Figure 1. Routed metal, one colour a layer.
(2 px per um)
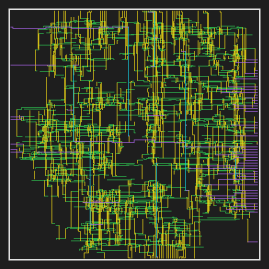
Figure 2. Clock wiring as the flow saved it.
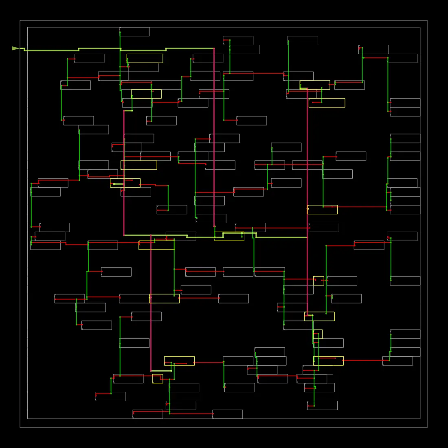
Figure 3. Routed clock nets over the placement.
(4 px per um)
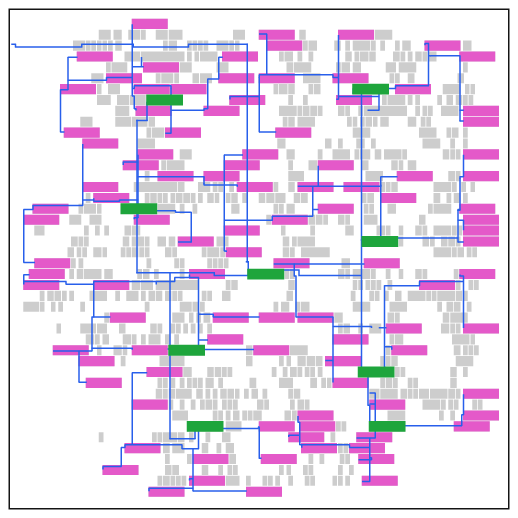
Figure 4. The metal 3 layer.
(4 px per um)
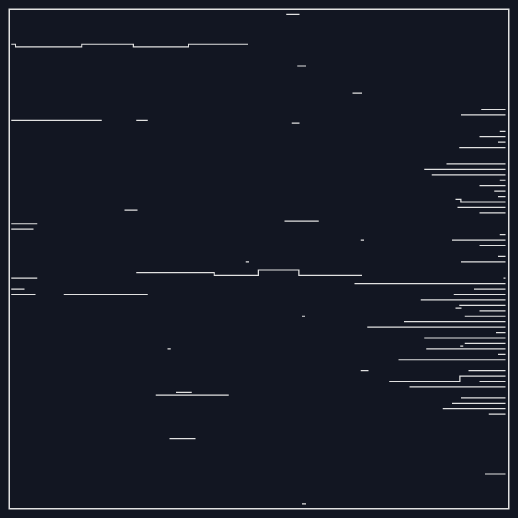
Figure 5. Selected gate families.
(2 px per um)
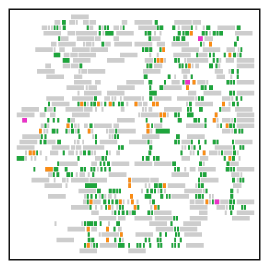
**config.mk**
```make
export PLATFORM = sky130hd
export DESIGN_NAME = mnist_frame_classifier
export DESIGN_NICKNAME = d
export VERILOG_FILES = /design/src/rtl/mnist_cfg_pkg.sv /design/src/rtl/argmax_acc.sv /design/src/rtl/mnist_frame_classifier.sv
export SDC_FILE = /design/constraint.sdc
export NUM_CORES = 1
export LEC_CHECK = 0
export ABC_AREA = 1
export CAP_MARGIN = 25
export CORE_MARGIN = 2
export CORE_UTILIZATION = 40
export DETAILED_ROUTE_END_ITERATION = 8
export DONT_BUFFER_PORTS = 1
export GPL_TIMING_DRIVEN = 1
export HOLD_SLACK_MARGIN = 0.03
export PLACE_DENSITY = 0.52
export SYNTH_ARGS = -nofsm -noshare
export SYNTH_HDL_FRONTEND = slang
export SYNTH_HIERARCHICAL = 1
export SYNTH_SLANG_ARGS = --single-unit
```
**constraint.sdc**
```tcl
create_clock -name clk -period 6.77 [get_ports clk]
set_input_delay 1.354 -clock clk [delete_from_list [all_inputs] [get_ports clk]]
set_output_delay 1.354 -clock clk [all_outputs]
set_load 0.05 [all_outputs]
```
**src/rtl/mnist_cfg_pkg.sv**
```systemverilog
// Shared configuration for the MNIST frame classifier: state encoding,
// default geometry and a counter-width helper.
package mnist_cfg_pkg;

    localparam logic [1:0] ST_IDLE = 2'd0;
    localparam logic [1:0] ST_LOAD = 2'd1;
    localparam logic [1:0] ST_WAIT = 2'd2;
    localparam logic [1:0] ST_DONE = 2'd3;

    typedef enum logic [1:0] {
        IDLE = ST_IDLE,
        LOAD = ST_LOAD,
        WAIT = ST_WAIT,
        DONE = ST_DONE
    } state_t;

    localparam int DEF_IMG_W       = 28;
    localparam int DEF_IMG_H       = 28;
    localparam int DEF_NUM_CLASSES = 10;
    localparam int DEF_LOGIT_W     = 32;

    // Bits needed to hold every value in 0..value (never less than 1).
    function automatic int width_of(input int value);
        int w;
        w = 1;
        for (int i = 0; i < 31; i++) begin
            if (value >= (1 << i)) w = i + 1;
        end
        return w;
    endfunction

endpackage

```
**src/rtl/argmax_acc.sv**
```systemverilog
// Running signed argmax over one frame of logits; ties keep the lowest index.
module argmax_acc #(
    parameter int LOGIT_W = 32,
    parameter int IDX_W   = 4
) (
    input  logic                      clk,
    input  logic                      rst_n,
    input  logic                      start,
    input  logic                      valid,
    input  logic signed [LOGIT_W-1:0] data,
    output logic        [IDX_W-1:0]   best_idx,
    output logic signed [LOGIT_W-1:0] best_score
);

    logic [IDX_W-1:0] idx;
    logic             have;

    always_ff @(posedge clk or negedge rst_n) begin
        if (!rst_n) begin
            idx        <= '0;
            have       <= 1'b0;
            best_idx   <= '0;
            best_score <= '0;
        end else if (start) begin
            idx        <= '0;
            have       <= 1'b0;
            best_idx   <= '0;
            best_score <= '0;
        end else if (valid) begin
            // first logit loads unconditionally; later ones must be strictly greater
            if (!have || data > best_score) begin
                best_score <= data;
                best_idx   <= idx;
            end
            have <= 1'b1;
            idx  <= idx + IDX_W'(1);
        end
    end

endmodule

```
**src/rtl/mnist_frame_classifier.sv**
```systemverilog
// Frame controller around the layer pipeline: counts pixels in, collects
// logits back, reports argmax with length/timeout status on a held result port.
//
//  state | meaning
//  IDLE  | waiting for the first pixel of a frame
//  LOAD  | accepting pixels until the frame count is reached
//  WAIT  | pipeline busy, collecting logits under a timeout
//  DONE  | result held on m_* until m_ready
module mnist_frame_classifier
    import mnist_cfg_pkg::*;
#(
    parameter int PIX_W          = 8,
    parameter int IMG_W          = DEF_IMG_W,
    parameter int IMG_H          = DEF_IMG_H,
    parameter int NUM_CLASSES    = DEF_NUM_CLASSES,
    parameter int LOGIT_W        = DEF_LOGIT_W,
    parameter int TIMEOUT_CYCLES = 65535
) (
    input  logic                           clk,
    input  logic                           rst_n,
    input  logic                           s_valid,
    output logic                           s_ready,
    input  logic [PIX_W-1:0]               s_pixel,
    input  logic                           s_last,
    output logic                           core_valid_in,
    output logic [PIX_W-1:0]               core_pixel,
    input  logic [LOGIT_W-1:0]             core_result,
    input  logic                           core_result_valid,
    output logic                           m_valid,
    input  logic                           m_ready,
    output logic [$clog2(NUM_CLASSES)-1:0] m_class,
    output logic [LOGIT_W-1:0]             m_score,
    output logic                           m_err_len,
    output logic                           m_err_timeout,
    output logic                           stray_logit,
    output logic [15:0]                    frame_cnt
);

    localparam int TOTAL_PIX = IMG_W * IMG_H;
    localparam int PIX_CNT_W = width_of(TOTAL_PIX);
    localparam int LCNT_W    = width_of(NUM_CLASSES);
    localparam int TMR_W     = width_of(TIMEOUT_CYCLES);
    localparam int CLS_W     = $clog2(NUM_CLASSES);

    state_t               state, state_nxt;
    logic [PIX_CNT_W-1:0] pix_cnt, pix_cnt_nxt;
    logic [LCNT_W-1:0]    logit_cnt;
    logic [TMR_W-1:0]     timer;
    logic                 accept, frame_full, logit_in_wait, logits_full, timer_tc;

    assign accept        = s_valid & s_ready;
    assign pix_cnt_nxt   = (state == IDLE) ? PIX_CNT_W'(1) : pix_cnt + PIX_CNT_W'(1);
    assign frame_full    = accept && (pix_cnt_nxt == PIX_CNT_W'(TOTAL_PIX));
    assign logit_in_wait = core_result_valid && (state == WAIT);
    assign logits_full   = logit_in_wait && (logit_cnt + LCNT_W'(1) == LCNT_W'(NUM_CLASSES));
    assign timer_tc      = (state == WAIT) && (timer == TMR_W'(1));
    assign m_valid       = (state == DONE);

    always_comb begin
        state_nxt = state;
        case (state)
            IDLE, LOAD: begin
                if (frame_full)  state_nxt = WAIT;
                else if (accept) state_nxt = LOAD;
            end
            // a logit on the expiry cycle is counted first, so completion wins
            WAIT:    if (logits_full || timer_tc) state_nxt = DONE;
            DONE:    if (m_ready) state_nxt = IDLE;
            default: state_nxt = IDLE;
        endcase
    end

    always_ff @(posedge clk or negedge rst_n) begin
        if (!rst_n) begin
            state         <= IDLE;
            s_ready       <= 1'b0;
            core_valid_in <= 1'b0;
            core_pixel    <= '0;
            pix_cnt       <= '0;
            logit_cnt     <= '0;
            timer         <= '0;
            m_err_len     <= 1'b0;
            m_err_timeout <= 1'b0;
            stray_logit   <= 1'b0;
            frame_cnt     <= '0;
        end else begin
            state         <= state_nxt;
            // registered so the first pixel after a handshake lands one cycle later
            s_ready       <= (state_nxt == IDLE) || (state_nxt == LOAD);
            core_valid_in <= accept;
            if (accept) begin
                core_pixel <= s_pixel;
                pix_cnt    <= pix_cnt_nxt;
                m_err_len  <= ((state == IDLE) ? 1'b0 : m_err_len)
                              | (s_last != (pix_cnt_nxt == PIX_CNT_W'(TOTAL_PIX)));
            end
            if (accept && state == IDLE)
                m_err_timeout <= 1'b0;
            else if (timer_tc && !logits_full)
                m_err_timeout <= 1'b1;
            if (frame_full) begin
                timer     <= TMR_W'(TIMEOUT_CYCLES);
                logit_cnt <= '0;
            end else if (state == WAIT) begin
                timer <= timer - TMR_W'(1);
                if (logit_in_wait) logit_cnt <= logit_cnt + LCNT_W'(1);
            end
            if (core_result_valid && state != WAIT) stray_logit <= 1'b1;
            if (m_valid && m_ready) frame_cnt <= frame_cnt + 16'd1;
        end
    end

    argmax_acc #(
        .LOGIT_W (LOGIT_W),
        .IDX_W   (CLS_W)
    ) u_argmax (
        .clk        (clk),
        .rst_n      (rst_n),
        .start      (frame_full),
        .valid      (logit_in_wait),
        .data       (core_result),
        .best_idx   (m_class),
        .best_score (m_score)
    );

endmodule

```
==> impl_metrics.toml <==
# physical design summary
[route]
drt_iter0_markers = 245
drc = 0
routed_wl_mm = 12.5
routed-via-count = 4415
drt-pass1-iter-count = 4
viasPerCell = 4.93

[cells_and_area]
final_nets = 791
n_antenna_cell = 0
final_cell_mix = "nand2_1, dfrtp_1, inv_1"
syn_to_final_growth_pct = 8.62
lay_top_count = "nand2_1"
layout-drive-gt1-share_pct = 10.7
postLayoutCoreUtil_pct = 43.9

[final_timing]
hold_viol = 0
period_used_pct = 60.3
tightestPinTransition_ns = 0.732
rsz0062_at_grt = "false"
slew_violations = 0
relSlewSlack_pct = 51.1
tns_ns = 0
fmax_mhz = 245

[outcome]
status = "finished clean"

[die]
dieArea_mm2 = 0.0155
fp-utilization_pct = 40.4
io-pin-count = 112
fp.coreArea_mm2 = 0.0144
die_w_um = 125
die_h_um = 125

[clock_network]
clock-root-buffer = "clkbuf_16"
htreeDepth = 3
numCtsBuffers = 9
cts_hold_buf = 0
clkTransAtPathRegs_ns = 0.07
insertion_delay_ns = 0.35
cts_resized = 0

[global_route]
grt_pass1_vias = 4369
grt_pass1_wl_mm = 21.5
gr-total-overflow = 0
antenna_found_initial = 0
grt_use_total_pct = 16.8

[yosys]
ys_chip_area_mm2 = 0.00581
synth_seq_share_pct = 43.9
synth_warnings = 6
topCellsByArea = "dfrtp_1, nand2_1, ha_1"
yosysTopAreaCell = "dfrtp_1"
top_cell_area_share_pct = 43.9
flop_cell = "dfrtp_1"
fp_nets = 795
yosysCellCount = 710

[power]
p_switching_w = 0.00128
powerDensity_mw_per_mm2 = 429
switching_share_pct = 47.1
power_leakage_nw = 3.13
power.internal_w = 0.00143
p_comb_share_pct = 24.1
seq_power_share_pct = 52.3
p_total_w = 0.00271
ir_worst_vdd_v = 0.000141
power_frac_clock_pct = 23.7

[placed_design]
dp.final_hpwl_mm = 8.80
portBuffers = 0
dp_slack_ns = 2.32
dpl_cell_area_mm2 = 0.00594
gp_congestion = 0.849

[worst_setup_path]
cp-end-kind = "flop"
cp_max_fo = 37
path_class = "primary input to flop"
required_ns = 7.06
startpoint_type = "primary input"

[run]
drv_cap = 0
warnings = 30

[hold_path]
hp-class = "flop to flop"
hold_depth = 1
Notes on Figure 1 above:
legend:
  purple:
    layer: metal 3
    wire_length: 772 um
  yellow:
    layer: metal 2
    wire_length: 5830 um
  green:
    layer: metal 1
    wire_length: 5600 um
  cyan:
    layer: metal 4
    wire_length: 287 um

Notes on Figure 2 above:
skew final: 0.00977 ns
Seq cells: 102
clock sinks: 102

Notes on Figure 3 above:
legend:
  blue:
    item: clock wires
    length: 1410 um
  green:
    item: clock drivers
    count: 9
  magenta:
    item: flip-flops
    count: 102
routed clock nets: 10
flops lie: all over the die

Notes on Figure 4 above:
nets with wire on the layer: 62
longest straight run: 37.5 um
wire length on this layer: 772 um

Notes on Figure 5 above:
legend:
  orange:
    family: inverting AOI/OAI gates
    cells: 47
  magenta:
    family: AND-OR and OR-AND gates
    cells: 4
  green:
    family: NAND gates
    cells: 316
    where: all over the die

[sequential cells by signal, summed over array words and instances, names as in the netlist, 2 cells and up]
register,cells
u_argmax/best_idx,4
u_argmax/best_score,32
timer,16
logit_cnt,4
state,2
pix_cnt,10
frame_cnt,16
u_argmax/idx,4
core_pixel,8
[per-layer routing]
| metal | wire, um | track usage [%] |
|---|---|---|
| met1 | 5600 | 21.2 |
| met2 | 5830 | 27.1 |
| met3 | 772 | 4.42 |
| met4 | 286 | 7.60 |
| met5 | 0 | 0 |
[layout make-up]
class                      instances  area [um^2]
inverter                          93          350
multi-input combinational        499         2800
clock inverter                     7          145
tap                              184          230
clock buffer                       9          225
timing repair buffer               1         7.51
sequential                       102         2550
fill                            1391         8060
[Yosys cell counts (all sizes together), types with 9 or more instances]
library cell	n
xor2	17
ha	39
o21ai	25
nand2	231
a21oi	21
xnor2	10
inv	91
nand3	75
dfrtp	102
nor2	53
nand4	9
[per-stage QoR]
stage          hold WS, ns  instances
2_1_floorplan        0.434        710
3_3_place_gp         0.460        879
3_5_place_dp         0.453        879
4_1_cts              0.470        895
5_1_grt              0.476        895
6_report             0.474        895
[worst max-delay path, cell delays in order]
cell	delay, ns
nand2_1	0.53
clkinv_1	0.71
nand3_4	0.49
inv_1	0.15
nor2_1	0.24
nand2_4	0.32
nand2_8	0.38
nand2_1	0.11
nand2_1	0.08
[path summary, 6_finish.rpt]
check	startpoint	end	slack [ns]
worst max-delay path	s_valid	u_argmax/best_score[10]	2.69
worst min-delay path	u_argmax/idx[3]	u_argmax/idx[3]	0.47
worst max register to register	s_ready	u_argmax/best_score[10]	2.99
worst min register to register	u_argmax/idx[3]	u_argmax/idx[3]	0.47
max in group asynchronous	rst_n	frame_cnt[14]	5.93
min in group asynchronous	rst_n	u_argmax/best_idx[1]	0.69
[cell families (layout without fill, tap and decap cells)]
kind of cell               after synthesis  after routing  synth area share [%]
buffers and inverters                  109            110                  7.93
and+or+nand+nor                        381            381                  30.8
DFF                                    102            102                  43.9
AOI/OAI and AO/OA                       51             51                  4.67
adders and majority gates               39             39                  8.40
muxes                                    1              1                 0.194
xor gates and xnor gates                27             27                  4.07
[power by group through the flow]
stage / logic [W] / clock network, W / registers, W
final: 0.000652 / 0.000641 / 0.00142
after detailed placement: 0.000658 / 0 / 0.00143
after global placement: 0.000633 / 0 / 0.00143
after global routing: 0.000773 / 0.000684 / 0.00144
after floorplan: 0.000556 / 0 / 0.00137
after CTS: 0.000660 / 0.000662 / 0.00142
